Run 1, pin map:
Drawn at 4 px/um. Pins as bars across the die edge, other pins in grey.
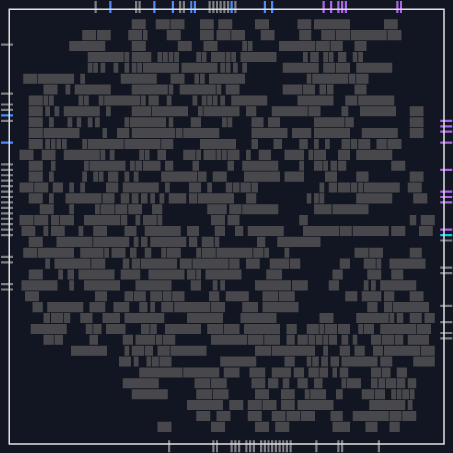
Run 1, routed metal, one colour a layer:
Drawn at 2 px/um. Two of the layers only.
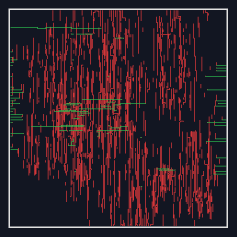
Run 1, I/O nets highlighted:
Drawn at 2 px/um.
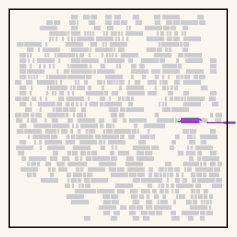
Run 1, cell outlines without signal wires:
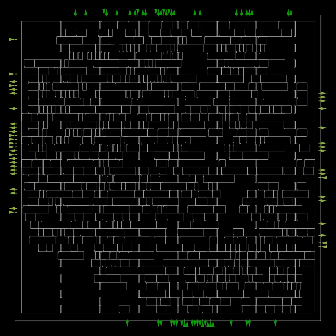
**src/rtl/sifh_hist_scheduler.sv**
```systemverilog
// SiFH histogram RAM sequencer: CLEAR -> ACCUM (pipelined increment with forwarding)
// -> DRAIN -> READOUT (read-and-clear stream) -> ACCUM.
module sifh_hist_scheduler #(
  parameter int unsigned ADDR_W = 10,
  parameter int unsigned DEPTH  = 1024,
  parameter int unsigned CNT_W  = 8,
  parameter int unsigned FRM_W  = 16
) (
  input  logic              clk,
  input  logic              res,
  input  logic              hit_valid,
  input  logic [ADDR_W-1:0] hit_addr,
  output logic              hit_ready,
  input  logic              frame_end,
  output logic              ram_re,
  output logic [ADDR_W-1:0] ram_raddr,
  input  logic [CNT_W-1:0]  ram_rdata,
  output logic              ram_we,
  output logic [ADDR_W-1:0] ram_waddr,
  output logic [CNT_W-1:0]  ram_wdata,
  output logic              ro_valid,
  output logic [ADDR_W-1:0] ro_addr,
  output logic [CNT_W-1:0]  ro_data,
  input  logic              ro_ready,
  output logic              busy,
  output logic              sat_flag,
  output logic [FRM_W-1:0]  frame_cnt
);

  localparam logic [ADDR_W-1:0] LAST    = ADDR_W'(DEPTH - 1);
  localparam logic [ADDR_W:0]   DEPTH_X = (ADDR_W + 1)'(DEPTH);
  localparam logic [CNT_W-1:0]  CNT_MAX = '1;

  typedef enum logic [2:0] {
    S_CLEAR, S_ACCUM, S_DRAIN1, S_DRAIN2, S_RO_RD, S_RO_WAIT
  } state_t;

  state_t              state_q, state_n;
  logic                clr_run_q;
  logic [ADDR_W-1:0]   clr_idx_q;
  logic [ADDR_W-1:0]   k_q;
  logic                hit_ready_q;
  logic                s1_valid_q;
  logic [ADDR_W-1:0]   s1_addr_q;
  logic                wr_q;
  logic [ADDR_W-1:0]   wr_addr_q;
  logic [CNT_W-1:0]    wr_data_q;
  logic                ro_valid_q, ro_first_q;
  logic [ADDR_W-1:0]   ro_addr_q;
  logic [CNT_W-1:0]    ro_data_q;
  logic                sat_q;
  logic [FRM_W-1:0]    frame_cnt_q;

  logic                accept, sat_hit, ro_hs;
  logic [CNT_W-1:0]    base;

  always_comb begin
    state_n   = state_q;
    ram_re    = 1'b0;
    ram_raddr = '0;
    ram_we    = 1'b0;
    ram_waddr = '0;
    ram_wdata = '0;
    accept    = 1'b0;
    sat_hit   = 1'b0;
    ro_hs     = 1'b0;
    base      = '0;

    // Second stage of the increment: the previous cycle's write may not be visible in ram_rdata yet
    if (s1_valid_q) begin
      base      = (wr_q && wr_addr_q == s1_addr_q) ? wr_data_q : ram_rdata;
      ram_we    = 1'b1;
      ram_waddr = s1_addr_q;
      if (base == CNT_MAX) begin
        sat_hit   = 1'b1;
        ram_wdata = base;
      end else begin
        ram_wdata = base + 1'b1;
      end
    end

    case (state_q)
      S_CLEAR: begin
        if (clr_run_q) begin
          ram_we    = 1'b1;
          ram_waddr = clr_idx_q;
          ram_wdata = '0;
          if (clr_idx_q == LAST) state_n = S_ACCUM;
        end
      end
      S_ACCUM: begin
        if (hit_ready_q && hit_valid && ({1'b0, hit_addr} < DEPTH_X)) begin
          accept    = 1'b1;
          ram_re    = 1'b1;
          ram_raddr = hit_addr;
        end
        if (frame_end) state_n = S_DRAIN1;
      end
      S_DRAIN1: state_n = S_DRAIN2;
      S_DRAIN2: state_n = S_RO_RD;
      S_RO_RD: begin
        ram_re    = 1'b1;
        ram_raddr = k_q;
        state_n   = S_RO_WAIT;
      end
      S_RO_WAIT: begin
        if (ro_valid_q && ro_ready) begin
          ro_hs     = 1'b1;
          ram_we    = 1'b1;
          ram_waddr = k_q;
          ram_wdata = '0;
          state_n   = (k_q == LAST) ? S_ACCUM : S_RO_RD;
        end
      end
      default: state_n = S_CLEAR;
    endcase
  end

  always_ff @(posedge clk or posedge res) begin
    if (res) begin
      state_q     <= S_CLEAR;
      clr_run_q   <= 1'b0;
      clr_idx_q   <= '0;
      k_q         <= '0;
      hit_ready_q <= 1'b0;
      s1_valid_q  <= 1'b0;
      s1_addr_q   <= '0;
      wr_q        <= 1'b0;
      wr_addr_q   <= '0;
      wr_data_q   <= '0;
      ro_valid_q  <= 1'b0;
      ro_first_q  <= 1'b0;
      ro_addr_q   <= '0;
      ro_data_q   <= '0;
      sat_q       <= 1'b0;
      frame_cnt_q <= '0;
    end else begin
      state_q     <= state_n;
      hit_ready_q <= (state_n == S_ACCUM);
      s1_valid_q  <= accept;
      if (accept) s1_addr_q <= hit_addr;
      wr_q        <= ram_we;
      wr_addr_q   <= ram_waddr;
      wr_data_q   <= ram_wdata;

      if (state_q == S_CLEAR) begin
        if (!clr_run_q)              clr_run_q <= 1'b1;
        else if (clr_idx_q != LAST)  clr_idx_q <= clr_idx_q + 1'b1;
      end

      if (sat_hit) sat_q <= 1'b1;

      if (state_q == S_RO_RD) begin
        ro_valid_q <= 1'b1;
        ro_first_q <= 1'b1;
        ro_addr_q  <= k_q;
      end

      // RAM data is only guaranteed in the first wait cycle, so it is held from then on
      if (state_q == S_RO_WAIT) begin
        if (ro_first_q) begin
          ro_data_q  <= ram_rdata;
          ro_first_q <= 1'b0;
        end
        if (ro_hs) begin
          ro_valid_q <= 1'b0;
          if (k_q == LAST) begin
            k_q         <= '0;
            frame_cnt_q <= frame_cnt_q + 1'b1;
            sat_q       <= 1'b0;
          end else begin
            k_q <= k_q + 1'b1;
          end
        end
      end
    end
  end

  assign hit_ready = hit_ready_q;
  assign ro_valid  = ro_valid_q;
  assign ro_addr   = ro_addr_q;
  assign ro_data   = ro_first_q ? ram_rdata : ro_data_q;
  assign busy      = (state_q != S_ACCUM);
  assign sat_flag  = sat_q;
  assign frame_cnt = frame_cnt_q;

endmodule

```
**config.mk**
```make
export PLATFORM = sky130hd
export DESIGN_NAME = sifh_hist_scheduler
export DESIGN_NICKNAME = d
export VERILOG_FILES = /design/src/rtl/sifh_hist_scheduler.sv
export SDC_FILE = /design/constraint.sdc
export NUM_CORES = 1
export LEC_CHECK = 0
export CORE_MARGIN = 2
export CORE_UTILIZATION = 41
export DETAILED_ROUTE_END_ITERATION = 8
export MAX_ROUTING_LAYER = met4
export PLACE_DENSITY_LB_ADDON = 0.2
export SLEW_MARGIN = 20
export SYNTH_ARGS = -nofsm -noshare
export SYNTH_HDL_FRONTEND = slang
export SYNTH_SLANG_ARGS = --single-unit
```
**constraint.sdc**
```tcl
create_clock -name clk -period 4.68 [get_ports clk]
set_clock_uncertainty 0.05 [all_clocks]
set_input_delay 1.17 -clock clk [delete_from_list [all_inputs] [get_ports clk]]
set_output_delay 1.17 -clock clk [all_outputs]
set_load 0.01 [all_outputs]
```
==> results.json, run 1 <==
{
  "outcome": "finished clean",
  "clk_share_pct": 4.50,
  "cts_root_buf": "clkbuf_8",
  "rsz0062_at_grt": "no",
  "tns_ps": 0,
  "r2r-end": "wr_data_q[2]",
  "grt_use_total_pct": 20.6,
  "sh_seq_area_pct": 38.2,
  "p_int_w": 0.00126,
  "drv_cap": 0,
  "place_congestion": 0.872,
  "final_nets": 586,
  "cp_top_family": "multiplexers",
  "topCellsByArea": "dfrtp_1, nand2_1, xnor2_1",
  "fp_util_pct": 41.5,
  "tightest_slew_ps": 809,
  "grt_pass1_vias": 3608,
  "antenna_found_initial": 0,
  "layout_top_cells": "nand2_1, dfrtp_1, clkdlybuf4s50_1",
  "ys_sh_aoi_pct": 6.51,
  "grt-ovfl-total": 0,
  "finalPower_w": 0.00157,
  "firstDrtPassIters": 5,
  "cp_max_fo": 6,
  "ios": 91,
  "powerDensity_nw_per_um2": 261,
  "cts_setup_buffers": 0,
  "ys_seq_share_pct": 51.6,
  "p_sw_w": 0.000314,
  "cts-resized-gates": 9,
  "cp_data_required_time_ps": 3460,
  "finalCoreUtilization_pct": 56.1,
  "post-route-drc-count": 0,
  "startpoint_type": "primary input",
  "largest_reg_flops": 16,
  "dp_hpwl_um": 8220,
  "fin_ws_ps": 116,
  "synth_flops": 92,
  "crit_end": "ram_wdata[2]",
  "drt-total-wl_um": 11300,
  "max-vdd-ir-drop_uv": 129,
  "syn-instance-count": 440,
  "reg2reg_depth": 10,
  "relSlewSlack_pct": 46.1,
  "synthFlopType": "dfrtp_1",
  "clk_latency_ps": 360,
  "min_path_type": "flip-flop to flip-flop",
  "synth.cellmix.simpleShare_pct": 22.1
}
Notes on 'pin map' above:
colour	port	pins	direction	edge
blue	ro_addr	10	output	8 top, 2 left
purple	frame_cnt	16	output	9 right, 7 top
cyan	sat_flag	1	output	right
IO buf count: 90
Die Span Y: 108 um
die x size: 108 um

Notes on 'routed metal, one colour a layer' above:
colour	layer	wire length
red	metal 2	5530 um
green	metal 3	443 um

Notes on 'I/O nets highlighted' above:
colour	port	bits	direction	edge	end cells	buffers	wire
purple	sat_flag	1	output	right	1	1	22.8 um

Notes on 'cell outlines without signal wires' above:
number of well taps: 140
Row Count: 38
fillers: 1032
flop count: 92

run 1: metal layers:
layer,GRT usage [%],wire (um),up-vias
met3,2.35,443,16
met2,32.7,5530,99
met4,7.42,178,0
met1,27.4,5140,1812
li1,-,-,1758
met5,-,0,-
run 1: power by group through the flow:
| stage | Clock [W] | Sequential [W] | Combinational [W] |
|---|---|---|---|
| floorplan | 0 | 0.000810 | 0.0000209 |
| global placement | 0 | 0.000810 | 0.0000594 |
| detailed placement | 0 | 0.000810 | 0.0000605 |
| CTS | 0.000729 | 0.000794 | 0.0000608 |
| global route | 0.000763 | 0.000794 | 0.0000686 |
| finish | 0.000718 | 0.000794 | 0.0000615 |
==> run 2, diff against run 1 <==
MAX_ROUTING_LAYER = default   (was met4)
PLACE_DENSITY_LB_ADDON = 0.3   (was 0.2)
Run 2, I/O nets highlighted:
Drawn at 2 px/um.
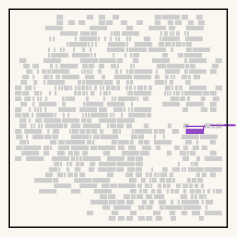
colour	port	bits	direction	edge	end cells	buffers	wire
purple	sat_flag	1	output	right	1	1	19.3 um
# IOs: 91

Run 2, pin map:
Drawn at 4 px/um. Pins as bars across the die edge, other pins in grey.
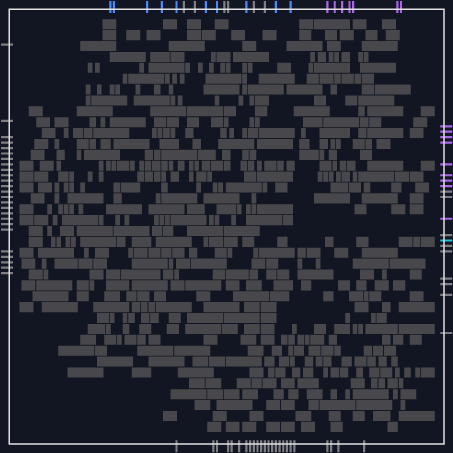
colour	port	pins	direction	edge
blue	ro_addr	10	output	top
cyan	sat_flag	1	output	right
purple	frame_cnt	16	output	9 right, 7 top
all pins by edge	25 left, 24 bottom, 23 top, 19 right

==> run 2 against run 1 <==
  * Area after synthesis did not move
  * Synthesized cell count is the same
  * Global-route usage down 0.56 points
  * Via count down 0.52%
  * Wire length fell by 1.1%
  * Flip-flop count unchanged
  * Fmax grew 0.15%
  * Clock-buffer cell count fell by 2
  * Non-clock buffer count fell by 7
  * Critical path type unchanged
==> results.json, run 2 <==
{
  "rsz0062_at_grt": "no",
  "drv_cap": 0,
  "outcome": "finished clean",
  "tightest_slew_ps": 722,
  "firstDrtPassIters": 8,
  "synth_flops": 92,
  "crit_end": "ram_wdata[5]",
  "wl_met1_um": 5080,
  "die_h_um": 108,
  "synthFlopType": "dfrtp_1",
  "clk_latency_ps": 360,
  "cp_max_fo": 3,
  "cts_root_buf": "clkbuf_8",
  "powerDensity_nw_per_um2": 228,
  "post-route-drc-count": 0,
  "drt-total-wl_um": 11200,
  "routed-wl-met2_um": 5330,
  "antenna_found_initial": 0,
  "synth.cellmix.simpleShare_pct": 22.1,
  "r2r-end": "wr_data_q[2]",
  "dp_hpwl_um": 8370,
  "fin_ws_ps": 123,
  "io_buffers": 90,
  "taps": 140,
  "place_congestion": 0.835,
  "finalCoreUtilization_pct": 54.5,
  "grt-ovfl-total": 0,
  "ys_seq_share_pct": 51.6,
  "syn-instance-count": 440,
  "finalPower_w": 0.00133,
  "relSlewSlack_pct": 51.7,
  "grt_use_total_pct": 20.0,
  "max-vdd-ir-drop_uv": 166,
  "top_layer": "met4",
  "fp_util_pct": 41.5,
  "cp_top_family": "simple AND/OR/NAND/NOR gates",
  "use_met3_pct": 3.13,
  "tns_ps": 0,
  "cp_data_required_time_ps": 3460,
  "final_nets": 579,
  "flops": 92,
  "layout_top_cells": "nand2_1, dfrtp_1, clkdlybuf4s50_1",
  "use_met1_pct": 27.1,
  "ys_sh_aoi_pct": 6.51,
  "row_count": 38
}
-- run 2: power by group --
group          total (W)  switching (W)  internal (W)
registers       0.000794              0      0.000794
clock network   0.000481       0.000291      0.000190
logic          0.0000583      0.0000299     0.0000284
total            0.00133       0.000321       0.00101
-- run 2: timing repair --
action,in CTS,in global routing
pin swaps,0,5
buffers inserted,0,2
gates cloned,0,0
endpoints found under the setup margin,7,3
resized,8,7
-- run 2: worst reg2reg max path: cells and delay by family (launching register included) --
| kind | cells | cell delay [ps] |
|---|---|---|
| adders and majority gates | 1 | 200 |
| muxes | 2 | 830 |
| and+or+nand+nor | 6 | 1040 |
| DFF | 1 | 420 |
| xor gates and xnor gates | 1 | 180 |
Power and IR drop assume default switching activity.
